Figure 1. Metal layers overlaid.
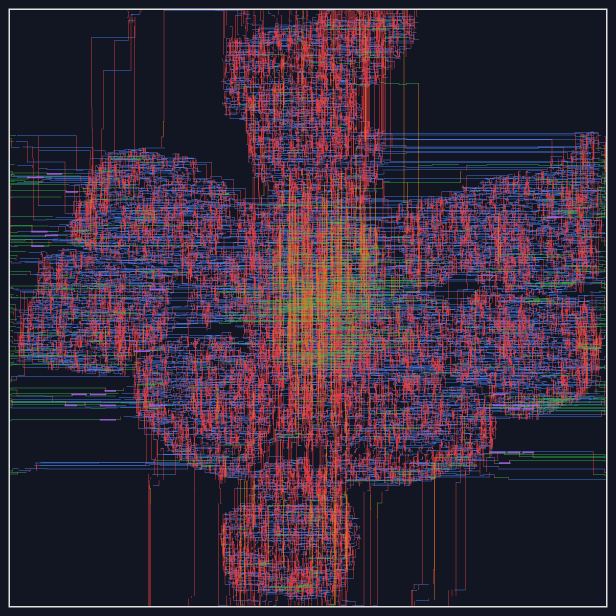
Figure 2. Clock routing.
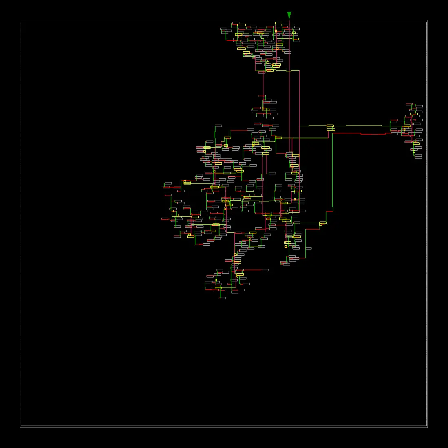
Figure 3. Port wiring.
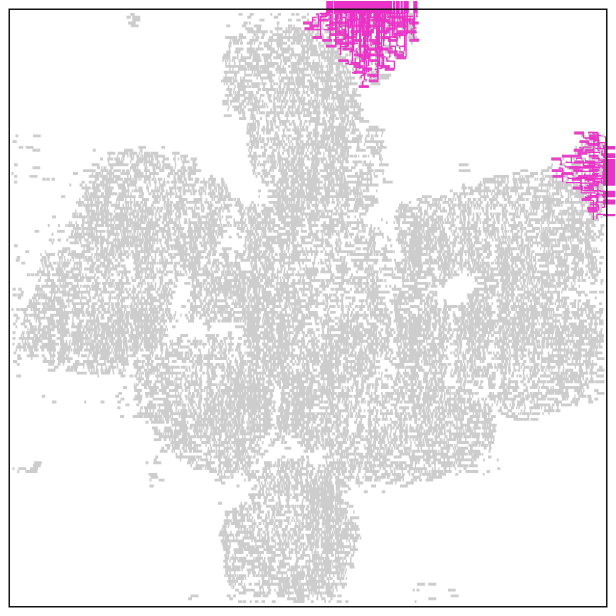
Figure 4. Clock network drawn from the DEF.
The bar under the picture is 200 um long.
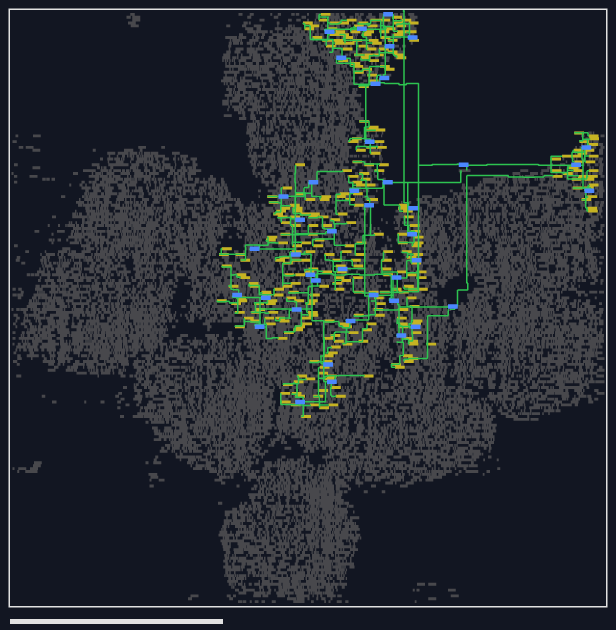
File: config.mk
export PLATFORM = sky130hd
export DESIGN_NAME = oscillator_bank
export DESIGN_NICKNAME = d
export VERILOG_FILES = /design/src/rtl/oscillator_bank.sv
export SDC_FILE = /design/constraint.sdc
export NUM_CORES = 2
export LEC_CHECK = 0
export ABC_AREA = 1
export CAP_MARGIN = 20
export CORE_UTILIZATION = 25
export CTS_CLUSTER_SIZE = 25
export DETAILED_ROUTE_END_ITERATION = 16
export SETUP_SLACK_MARGIN = 0.15
export SLEW_MARGIN = 10
export SYNTH_ARGS = -nofsm -noshare
export SYNTH_HDL_FRONTEND = slang
export SYNTH_SLANG_ARGS = --single-unit
File: constraint.sdc
create_clock -name clock_50_000_000 -period 3.7 [get_ports clock_50_000_000]
set_clock_uncertainty 0.2 [all_clocks]
set_input_delay 0.37 -clock clock_50_000_000 [delete_from_list [all_inputs] [get_ports clock_50_000_000]]
set_output_delay 0.37 -clock clock_50_000_000 [all_outputs]
set_load 0.02 [all_outputs]
File: src/rtl/oscillator_bank.sv
// Multi-voice two-segment (FRONT/BACK) oscillator bank: shared prescaler, round-robin serial phase divider.
// Optional OSCILLATOR_BANK_HARD_SYNC_EN adds sync_mask: voice v restarts when voice v-1 wraps BACK->FRONT.
module oscillator_bank #(
  parameter int unsigned NUM_VOICES       = 8,
  parameter int unsigned PERIOD_WIDTH     = 20,
  parameter int unsigned PERCENT_WIDTH    = 8,
  parameter int unsigned PHASE_WIDTH      = 12,
  parameter int unsigned GENERATION_TICKS = 1,
  localparam int unsigned VOICE_W = (NUM_VOICES > 1) ? $clog2(NUM_VOICES) : 1
) (
  input  logic                                     clock_50_000_000,
  input  logic                                     reset_l,
  input  logic [NUM_VOICES-1:0]                    clear,
  input  logic [NUM_VOICES-1:0][PERIOD_WIDTH-1:0]  period,
  input  logic [NUM_VOICES-1:0][PERCENT_WIDTH-1:0] duty_cycle,
`ifdef OSCILLATOR_BANK_HARD_SYNC_EN
  input  logic [NUM_VOICES-1:0]                    sync_mask,
`endif
  output logic [NUM_VOICES-1:0]                    voice_state,
  output logic [NUM_VOICES-1:0][PHASE_WIDTH-1:0]   voice_phase,
  output logic                                     phase_valid,
  output logic [VOICE_W-1:0]                       phase_voice
);

  localparam int unsigned PRESC_W = (GENERATION_TICKS > 1) ? $clog2(GENERATION_TICKS) : 1;
  localparam int unsigned PROD_W  = PERIOD_WIDTH + PERCENT_WIDTH;
  localparam int unsigned ITER_W  = (PHASE_WIDTH > 1) ? $clog2(PHASE_WIDTH) : 1;

  typedef enum logic [1:0] {DIV_LOAD, DIV_ITER, DIV_WRITE} div_state_e;

  logic [PRESC_W-1:0]                       presc_q;
  logic                                     tick;
  logic [NUM_VOICES-1:0][PERIOD_WIDTH-1:0]  duty_ticks;
  logic [NUM_VOICES-1:0][PERIOD_WIDTH-1:0]  target_live;
  logic [NUM_VOICES-1:0]                    wrap;
  logic [NUM_VOICES-1:0]                    sync_hit;
  logic [NUM_VOICES-1:0]                    state_q, state_d;
  logic [NUM_VOICES-1:0][PERIOD_WIDTH-1:0]  count_q, count_d;

  div_state_e                               div_q;
  logic [VOICE_W-1:0]                       ptr_q;
  logic [ITER_W-1:0]                        iter_q;
  logic [PERIOD_WIDTH-1:0]                  rem_q;
  logic [PERIOD_WIDTH-1:0]                  divisor_q;
  logic [PHASE_WIDTH-1:0]                   quot_q;
  logic [NUM_VOICES-1:0][PHASE_WIDTH-1:0]   phase_q;
  logic                                     phase_valid_q;
  logic [VOICE_W-1:0]                       phase_voice_q;
  logic [PERIOD_WIDTH:0]                    rem_sh;
  logic                                     rem_ge;

  // Shared prescaler: tick on the last cycle of each GENERATION_TICKS window.
  assign tick = (presc_q == PRESC_W'(GENERATION_TICKS - 1));

  always_ff @(posedge clock_50_000_000 or negedge reset_l) begin
    if (!reset_l)  presc_q <= '0;
    else if (tick) presc_q <= '0;
    else           presc_q <= presc_q + PRESC_W'(1);
  end

  // Live segment target from the full-width period*duty product.
  always_comb begin
    duty_ticks  = '0;
    target_live = '0;
    for (int v = 0; v < NUM_VOICES; v++) begin
      duty_ticks[v]  = PERIOD_WIDTH'((PROD_W'(period[v]) * PROD_W'(duty_cycle[v])) >> PERCENT_WIDTH);
      target_live[v] = state_q[v] ? (period[v] - duty_ticks[v]) : duty_ticks[v];
    end
  end

`ifdef OSCILLATOR_BANK_HARD_SYNC_EN
  logic [NUM_VOICES-1:0] back_wrap;
  logic                  unused_sync_lsb;
  assign unused_sync_lsb = sync_mask[0];
`endif

  // Per-voice segment counters; the target==0 term keeps target-1 from underflowing into a wrap miss.
  always_comb begin
    state_d  = state_q;
    count_d  = count_q;
    wrap     = '0;
    sync_hit = '0;
    for (int v = 0; v < NUM_VOICES; v++) begin
      wrap[v] = (target_live[v] == '0) || (count_q[v] >= (target_live[v] - PERIOD_WIDTH'(1)));
    end
`ifdef OSCILLATOR_BANK_HARD_SYNC_EN
    back_wrap = '0;
    for (int v = 0; v < NUM_VOICES; v++) begin
      back_wrap[v] = tick && !clear[v] && state_q[v] && wrap[v];
    end
    for (int v = 1; v < NUM_VOICES; v++) begin
      sync_hit[v] = back_wrap[v-1] && sync_mask[v];
    end
`endif
    for (int v = 0; v < NUM_VOICES; v++) begin
      if (clear[v] || sync_hit[v]) begin
        state_d[v] = 1'b0;
        count_d[v] = '0;
      end else if (tick) begin
        if (wrap[v]) begin
          state_d[v] = ~state_q[v];
          count_d[v] = '0;
        end else begin
          count_d[v] = count_q[v] + PERIOD_WIDTH'(1);
        end
      end
    end
  end

  always_ff @(posedge clock_50_000_000 or negedge reset_l) begin
    if (!reset_l) begin
      state_q <= '0;
      count_q <= '0;
    end else begin
      state_q <= state_d;
      count_q <= count_d;
    end
  end

  // Restoring step; count < target keeps the remainder within PERIOD_WIDTH bits.
  assign rem_sh = {rem_q, 1'b0};
  assign rem_ge = (rem_sh >= {1'b0, divisor_q});

  always_ff @(posedge clock_50_000_000 or negedge reset_l) begin
    if (!reset_l) begin
      div_q         <= DIV_LOAD;
      ptr_q         <= '0;
      iter_q        <= '0;
      rem_q         <= '0;
      divisor_q     <= '0;
      quot_q        <= '0;
      phase_q       <= '0;
      phase_valid_q <= 1'b0;
      phase_voice_q <= '0;
    end else begin
      case (div_q)
        DIV_LOAD: begin
          rem_q         <= count_q[ptr_q];
          divisor_q     <= target_live[ptr_q];
          quot_q        <= '0;
          iter_q        <= '0;
          phase_valid_q <= 1'b0;
          div_q         <= DIV_ITER;
        end
        DIV_ITER: begin
          rem_q  <= rem_ge ? PERIOD_WIDTH'(rem_sh - {1'b0, divisor_q}) : PERIOD_WIDTH'(rem_sh);
          quot_q <= PHASE_WIDTH'({quot_q, rem_ge});
          iter_q <= iter_q + ITER_W'(1);
          if (iter_q == ITER_W'(PHASE_WIDTH - 1)) div_q <= DIV_WRITE;
        end
        DIV_WRITE: begin
          phase_q[ptr_q] <= (divisor_q == '0) ? '0 : quot_q;
          phase_valid_q  <= 1'b1;
          phase_voice_q  <= ptr_q;
          ptr_q          <= (ptr_q == VOICE_W'(NUM_VOICES - 1)) ? '0 : ptr_q + VOICE_W'(1);
          div_q          <= DIV_LOAD;
        end
        default: div_q <= DIV_LOAD;
      endcase
    end
  end

  assign voice_state = state_q;
  assign voice_phase = phase_q;
  assign phase_valid = phase_valid_q;
  assign phase_voice = phase_voice_q;

endmodule
==> run notes <==
The following summarizes the physical implementation.

Outcome
The flow ran to the end, but the final reports show violations. The checks that failed: negative setup slack.

Synth
The area reported by Yosys stat is 0.07793 mm2. Measured against the total synthesized area, the mux share comes to 0.0001284. The cell with the most instances after synthesis is sky130_fd_sc_hd__nand2_1. Ranked by instance count, the synthesized netlist is headed by sky130_fd_sc_hd__nand2_1 (3398), sky130_fd_sc_hd__inv_1 (2465), sky130_fd_sc_hd__fa_1 (865). Per the synthesis report, the dominant area consumer among library cells is sky130_fd_sc_hd__fa_1.

The summed instance area of the synthesized netlist is 0.07793 mm2. The tally of yosys warning messages is 0. Yosys attributes the largest share of cell area to sky130_fd_sc_hd__fa_1 (22%), sky130_fd_sc_hd__nand2_1 (16%), sky130_fd_sc_hd__inv_1 (12%). The area share of xor/xnor cells in the synthesized design is 0.04393.

Finish
Per the layout area report, the combinational gate area comes to 0.06643 mm2. Leaving out fill and tap cells, the most frequent cells in the layout are sky130_fd_sc_hd__nand2_1 (3017), sky130_fd_sc_hd__buf_4 (2386), sky130_fd_sc_hd__inv_1 (2299), sky130_fd_sc_hd__fa_1 (838), sky130_fd_sc_hd__ha_1 (502). The most common cell after layout, fill and taps aside is sky130_fd_sc_hd__nand2_1. The clock distribution area overhead in the final layout is 0.01283.

The layout summary lists the proportion of cells stronger than drive strength 1 as 0.3326. The final sequential cell count is 329. The layout has 51 clock buffers.

Worst setup path
The critical path endpoint category is a register. The critical-path maximum fanout is 5. The slowest cell on the critical path is sky130_fd_sc_hd__fa_1. The arrival time at the worst endpoint is 7.78 ns. The worst setup path startpoint is duty_cycle[42].

STA
The number of max-slew violations in the final report is 0. The maximum operating frequency is 133.9 MHz. The pin slew with the least headroom to its limit is 1.099 ns. The worst setup slack after layout is -3.768 ns.

The final timing report lists a hold violation count of 0. The total of endpoints with negative setup slack in the final report is 188.

Floorplanning
The core footprint is 0.3094 mm2. Measured along the y axis, the die boundary spans 560.3 um. The width of the chip is 560.3 um.

Place
For this run the detailed placement stage logged an HPWL of 221.0 mm.

GRT
The largest net degree at the start of global routing is 99. The total overflow left after global routing is 0.

Clocking
The largest buffer count on any clock path is 3. In this run the clock root is driven by a sky130_fd_sc_hd__clkbuf_16. The report puts the hold buffer count at CTS at 1. Per the repair_timing log after CTS, setup buffers inserted total 341. CTS built an H-tree with a depth of 2.

Route
Detailed routing placed a total of 16.15 mm of wire on met3. The detailed router's first-iteration violation count is 5013.
Notes on Figure 1 above:
layer	colour	wire length
M2	red	124 mm
M4	orange	8920 um
M3	green	16100 um
M5	purple	301 um
M1	blue	127 mm

Notes on Figure 2 above:
number of buffers added by the clock tree synthesis step: 42
number of sinks handled by clock tree synthesis: 329

Notes on Figure 3 above:
port	colour	bits	direction	edge	end cells	buffers	wire
voice_phase	magenta	96	output	65 top, 31 right	96	96	3610 um

Notes on Figure 4 above:
[flip-flops] yellow | count: 329
[clock-net drivers] blue | count: 42
[clock wires] green | length: 5770 um
routed clock nets	43

==> state kept, by name (all words and copies together) (netlist names), 4 cells and up <==
register,count
count_q,160
voice_phase,96
divisor_q,20
rem_q,20
quot_q,12
voice_state,8
iter_q,4
==> per-stage QoR <==
step           hold slack (ns)  worst slack [ns]
6_report                0.1038            -3.768
5_1_grt                 0.1429            -4.096
4_1_cts                0.08757            -3.687
3_5_place_dp            0.1628            -4.802
3_3_place_gp            0.1631            -4.692
2_1_floorplan          -0.1256            -3.690
==> worst max-delay path: cells and delay by family <==
kind | cells | cell delay [ns]
buf+inv | 12 | 1.09
fa+ha+maj | 7 | 3.00
xor+xnor | 3 | 0.44
simple gates | 17 | 1.53
compound gates | 7 | 1.33
